[src/rtl/bsa_pkg.sv]
// Shared types and helpers for the bit-serial adder.
package bsa_pkg;

  typedef enum logic [1:0] {
    IDLE = 2'b00,
    RUN  = 2'b01,
    DONE = 2'b10
  } state_t;

  // Ceiling log2; callers guarantee value >= 2.
  function automatic int unsigned clog2(input int unsigned value);
    int unsigned res;
    int unsigned v;
    res = 0;
    v   = value - 1;
    while (v != 0) begin
      res++;
      v = v >> 1;
    end
    return res;
  endfunction

endpackage

[src/rtl/serial_fa_slice.sv]
// One-bit full adder; maps onto the library full-adder cell.
module serial_fa_slice (
  input  logic a,
  input  logic b,
  input  logic c,
  output logic s,
  output logic co
);

  assign s  = a ^ b ^ c;
  assign co = (a & b) | (a & c) | (b & c);

endmodule

[src/rtl/bit_serial_adder.sv]
// Bit-serial add/subtract: operands shift LSB-first through one full-adder slice,
// carry held in a register between bits, valid/ready on both sides.
module bit_serial_adder
  import bsa_pkg::*;
#(
  parameter int unsigned WIDTH = 8
) (
  input  logic             CLK,
  input  logic             R,
  input  logic             in_valid,
  output logic             in_ready,
  input  logic [WIDTH-1:0] a,
  input  logic [WIDTH-1:0] b,
  input  logic             cin,
  input  logic             sub,
  output logic             out_valid,
  input  logic             out_ready,
  output logic [WIDTH-1:0] sum,
  output logic             cout,
  output logic             ovf,
  output logic             busy
);

  localparam int unsigned CNT_W = clog2(WIDTH);
  localparam logic [CNT_W-1:0] LastBit = CNT_W'(WIDTH - 1);

  state_t           r_state;
  state_t           w_state_next;
  logic [WIDTH-1:0] r_a;
  logic [WIDTH-1:0] r_b;
  logic [WIDTH-1:0] r_sum;
  logic [CNT_W-1:0] r_count;
  logic             r_carry;
  logic             r_out_valid;
  logic             r_cout;
  logic             r_ovf;

  logic             w_s;
  logic             w_co;
  logic             w_accept;
  logic             w_last;
  logic             w_handoff;

  serial_fa_slice u_slice (
    .a  (r_a[0]),
    .b  (r_b[0]),
    .c  (r_carry),
    .s  (w_s),
    .co (w_co)
  );

  assign w_accept  = (r_state == IDLE) && in_valid;
  assign w_last    = (r_state == RUN) && (r_count == LastBit);
  assign w_handoff = (r_state == DONE) && r_out_valid && out_ready;

  always_ff @(posedge CLK or negedge R) begin
    if (!R) begin
      r_state <= IDLE;
    end else begin
      r_state <= w_state_next;
    end
  end

  always_comb begin
    w_state_next = r_state;
    unique case (r_state)
      IDLE:    if (w_accept)  w_state_next = RUN;
      RUN:     if (w_last)    w_state_next = DONE;
      DONE:    if (w_handoff) w_state_next = IDLE;
      default:                w_state_next = IDLE;
    endcase
  end

  always_ff @(posedge CLK or negedge R) begin
    if (!R) begin
      r_a         <= '0;
      r_b         <= '0;
      r_sum       <= '0;
      r_count     <= '0;
      r_carry     <= 1'b0;
      r_out_valid <= 1'b0;
      r_cout      <= 1'b0;
      r_ovf       <= 1'b0;
    end else begin
      case (r_state)
        IDLE: begin
          if (w_accept) begin
            // Subtraction as a + ~b + 1; cin is dropped in favour of the +1.
            r_a     <= a;
            r_b     <= sub ? ~b : b;
            r_carry <= sub ? 1'b1 : cin;
            r_count <= '0;
          end
        end
        RUN: begin
          r_sum   <= {w_s, r_sum[WIDTH-1:1]};
          r_a     <= {1'b0, r_a[WIDTH-1:1]};
          r_b     <= {1'b0, r_b[WIDTH-1:1]};
          r_carry <= w_co;
          r_count <= r_count + 1'b1;
          if (w_last) begin
            r_cout      <= w_co;
            r_ovf       <= r_carry ^ w_co;
            r_out_valid <= 1'b1;
          end
        end
        DONE: begin
          if (w_handoff) r_out_valid <= 1'b0;
        end
        default: ;
      endcase
    end
  end

  assign in_ready  = (r_state == IDLE);
  assign busy      = (r_state != IDLE);
  assign out_valid = r_out_valid;
  assign sum       = r_sum;
  assign cout      = r_cout;
  assign ovf       = r_ovf;

endmodule

[config.mk]
export PLATFORM = sky130hd
export DESIGN_NAME = bit_serial_adder
export DESIGN_NICKNAME = d
export VERILOG_FILES = /design/src/rtl/bsa_pkg.sv /design/src/rtl/serial_fa_slice.sv /design/src/rtl/bit_serial_adder.sv
export SDC_FILE = /design/constraint.sdc
export NUM_CORES = 1
export LEC_CHECK = 0
export CAP_MARGIN = 20
export CORE_ASPECT_RATIO = 1.2
export CORE_MARGIN = 2
export CORE_UTILIZATION = 44
export CTS_CLUSTER_SIZE = 40
export DETAILED_ROUTE_END_ITERATION = 8
export MAX_ROUTING_LAYER = met4
export PLACE_DENSITY = 0.81
export SLEW_MARGIN = 20
export SYNTH_ARGS = -nofsm -noshare
export SYNTH_HDL_FRONTEND = slang
export SYNTH_SLANG_ARGS = --single-unit
export TNS_END_PERCENT = 10
[constraint.sdc]
create_clock -name CLK -period 1.3 [get_ports CLK]
set_input_delay 0.195 -clock CLK [delete_from_list [all_inputs] [get_ports CLK]]
set_output_delay 0.195 -clock CLK [all_outputs]
set_load 0.02 [all_outputs]
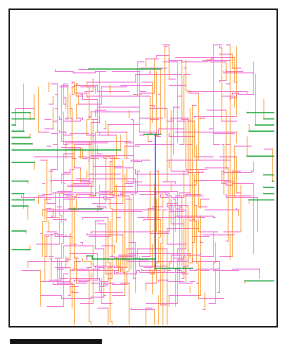
Fig. 1. Signal wires by layer.
The bar under the picture is 20 um long.
Blue marks M4, wire length 29.2 um. Orange marks M2, wire length 1,780 um. Green marks M3, wire length 161 um. Magenta marks M1, wire length 1,360 um.

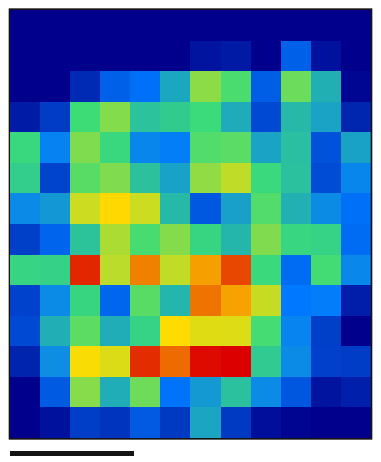
Fig. 2. Routed metal per tile.
The bar under the picture is 20 um long. 12 x 14 tiles, from dark blue (low) to red (high), scaled to the fullest tile. Values are wire area over tile area, all layers added.
The fullest tile reaches 0.39. 17% of the tiles are nearly empty. The mean over all tiles is 0.13. 26% of the tiles are over half the peak.

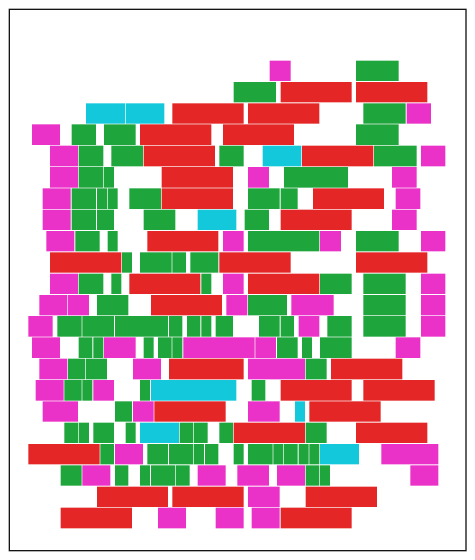
Fig. 3. Placement by cell class.
Cyan marks clock drivers and dummy loads, cells 8. Red marks registers, cells 33. Green marks remaining logic cells, cells 92. Magenta marks remaining buffers and delay cells, cells 51.

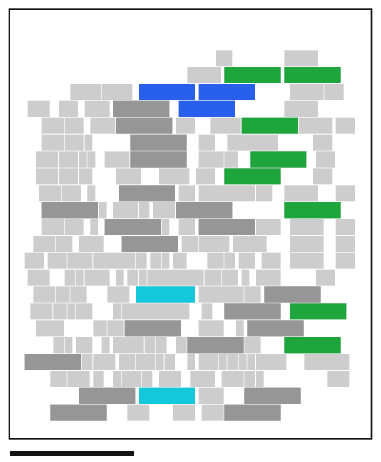
Fig. 4. Where the registers sit.
The bar under the picture is 20 um long. Other sequential cells in the stronger gray, the rest of the logic in the fainter gray.
Blue marks r_count, flops 3. Cyan marks r_state, flops 2. Green marks sum, flops 8.
Another 20 sequential cells are not colored.

==> results.json <==
{
  "via_per_inst": 5.35,
  "ioPinCount": 35,
  "num-fill-cells": 256,
  "postRouteAntennaNets": 0,
  "start_kind": "register",
  "setup_slack_ps": -60.8,
  "max_slew_margin_pct": 80.4,
  "finalHoldViolCount": 0,
  "cp.arrival_ps": 1530,
  "drv_cap": 0,
  "cts_buffers": 5,
  "syn_avg_cell_area_um2": 11.5,
  "use_met2_pct": 31.8,
  "dieWidth_um": 58.1,
  "finalSetupViolCount": 9,
  "violations": "negative setup slack",
  "cts_root_buf": "clkbuf_8",
  "p_leak_nw": 1.04,
  "num_rows": 23,
  "status": "finished with violations",
  "ys_types": 27,
  "ys_seq_share_pct": 53.4,
  "drt_iter0_drc": 37
}
-- sequential cells by signal, summed over array words and instances (netlist names) --
signal / flops
r_state: 2
r_count: 3
ovf: 1
out_valid: 1
r_a: 8
cout: 1
r_b: 8
r_carry: 1
sum: 8
-- how the worst max path moves through the flow --
stage | start | end | slack (ps)
after floorplan | r_count[0] | cout | 4
after global placement | in_valid | r_b[0] | -210
after detailed placement | in_valid | r_a[0] | -270
after CTS | r_count[0] | cout | -80
after global routing | r_carry | ovf | -100
final | r_carry | ovf | -60
-- logic make-up (layout without fill, tap and decap cells) --
family | count (synthesis) | after routing | synth area share [%]
AND-OR/OR-AND | 35 | 35 | 16.1
XOR/XNOR | 9 | 9 | 5.09
adder cells (fa/ha/maj) | 3 | 3 | 2.91
buffers and inverters | 14 | 63 | 5.17
flip-flops | 33 | 33 | 53.4
multiplexers | 11 | 11 | 8.00
AND/OR/NAND/NOR | 30 | 30 | 9.38
-- synth_stat cells, types with 2 or more instances --
cell,n,share of area (%)
nand2_1,13,3.2
a221o_2,6,4.4
xor2_1,2,1.1
or2_2,2,0.81
a21oi_1,5,1.6
a31oi_1,2,0.81
and2b_1,2,0.97
buf_2,3,0.97
inv_1,4,0.97
a22oi_1,6,2.9
o21ai_0,12,3.9
nor2_1,8,1.9
xnor2_1,7,4.0
ha_1,2,1.6
nor2b_1,2,0.81
clkbuf_1,2,0.49
buf_4,2,0.97
buf_6,2,1.5
and3b_1,2,1.1
mux2_2,11,8.0
dfrtp_1,33,53
a22o_1,2,1.1
-- layer usage --
metal  part of all wire [%]  vias up
li1                       -      563
met1                     41      583
met2                     53       33
met3                    4.8        3
met4                   0.87        0
met5                      0        -
-- layout make-up --
class	instances	share of cell area, %
repair buffers	51	23.1
inverters	4	0.672
flip-flops and latches	33	37.0
clock buffers	7	3.86
multi-input cells	88	32.0
clock inverters	1	1.34
well taps	37	2.07
-- repair_timing --
item	CTS	global route
cloned	0	1
endpoints found under the setup margin	38	27
resized	39	13
setup buffers	0	2
pin swaps	0	4
-- stage by stage --
step / hold WS, ps / total power, mW
after floorplan: -101 / 3.07
after global placement: 463 / 3.75
after detailed placement: 471 / 3.88
after CTS: 284 / 5.01
after global routing: 296 / 5.55
final: 275 / 5.22
-- power by group through the flow --
| stage | combinational (mW) | clock [mW] | sequential [mW] |
|---|---|---|---|
| detailed placement | 2.13 | 0 | 1.75 |
| CTS | 2.26 | 1.01 | 1.75 |
| floorplan | 1.18 | 0 | 1.89 |
| global placement | 2.03 | 0 | 1.72 |
| finish | 2.47 | 0.985 | 1.77 |
| global route | 2.68 | 1.05 | 1.82 |
Power figures rest on the tool's default switching activity, not on a simulated workload.
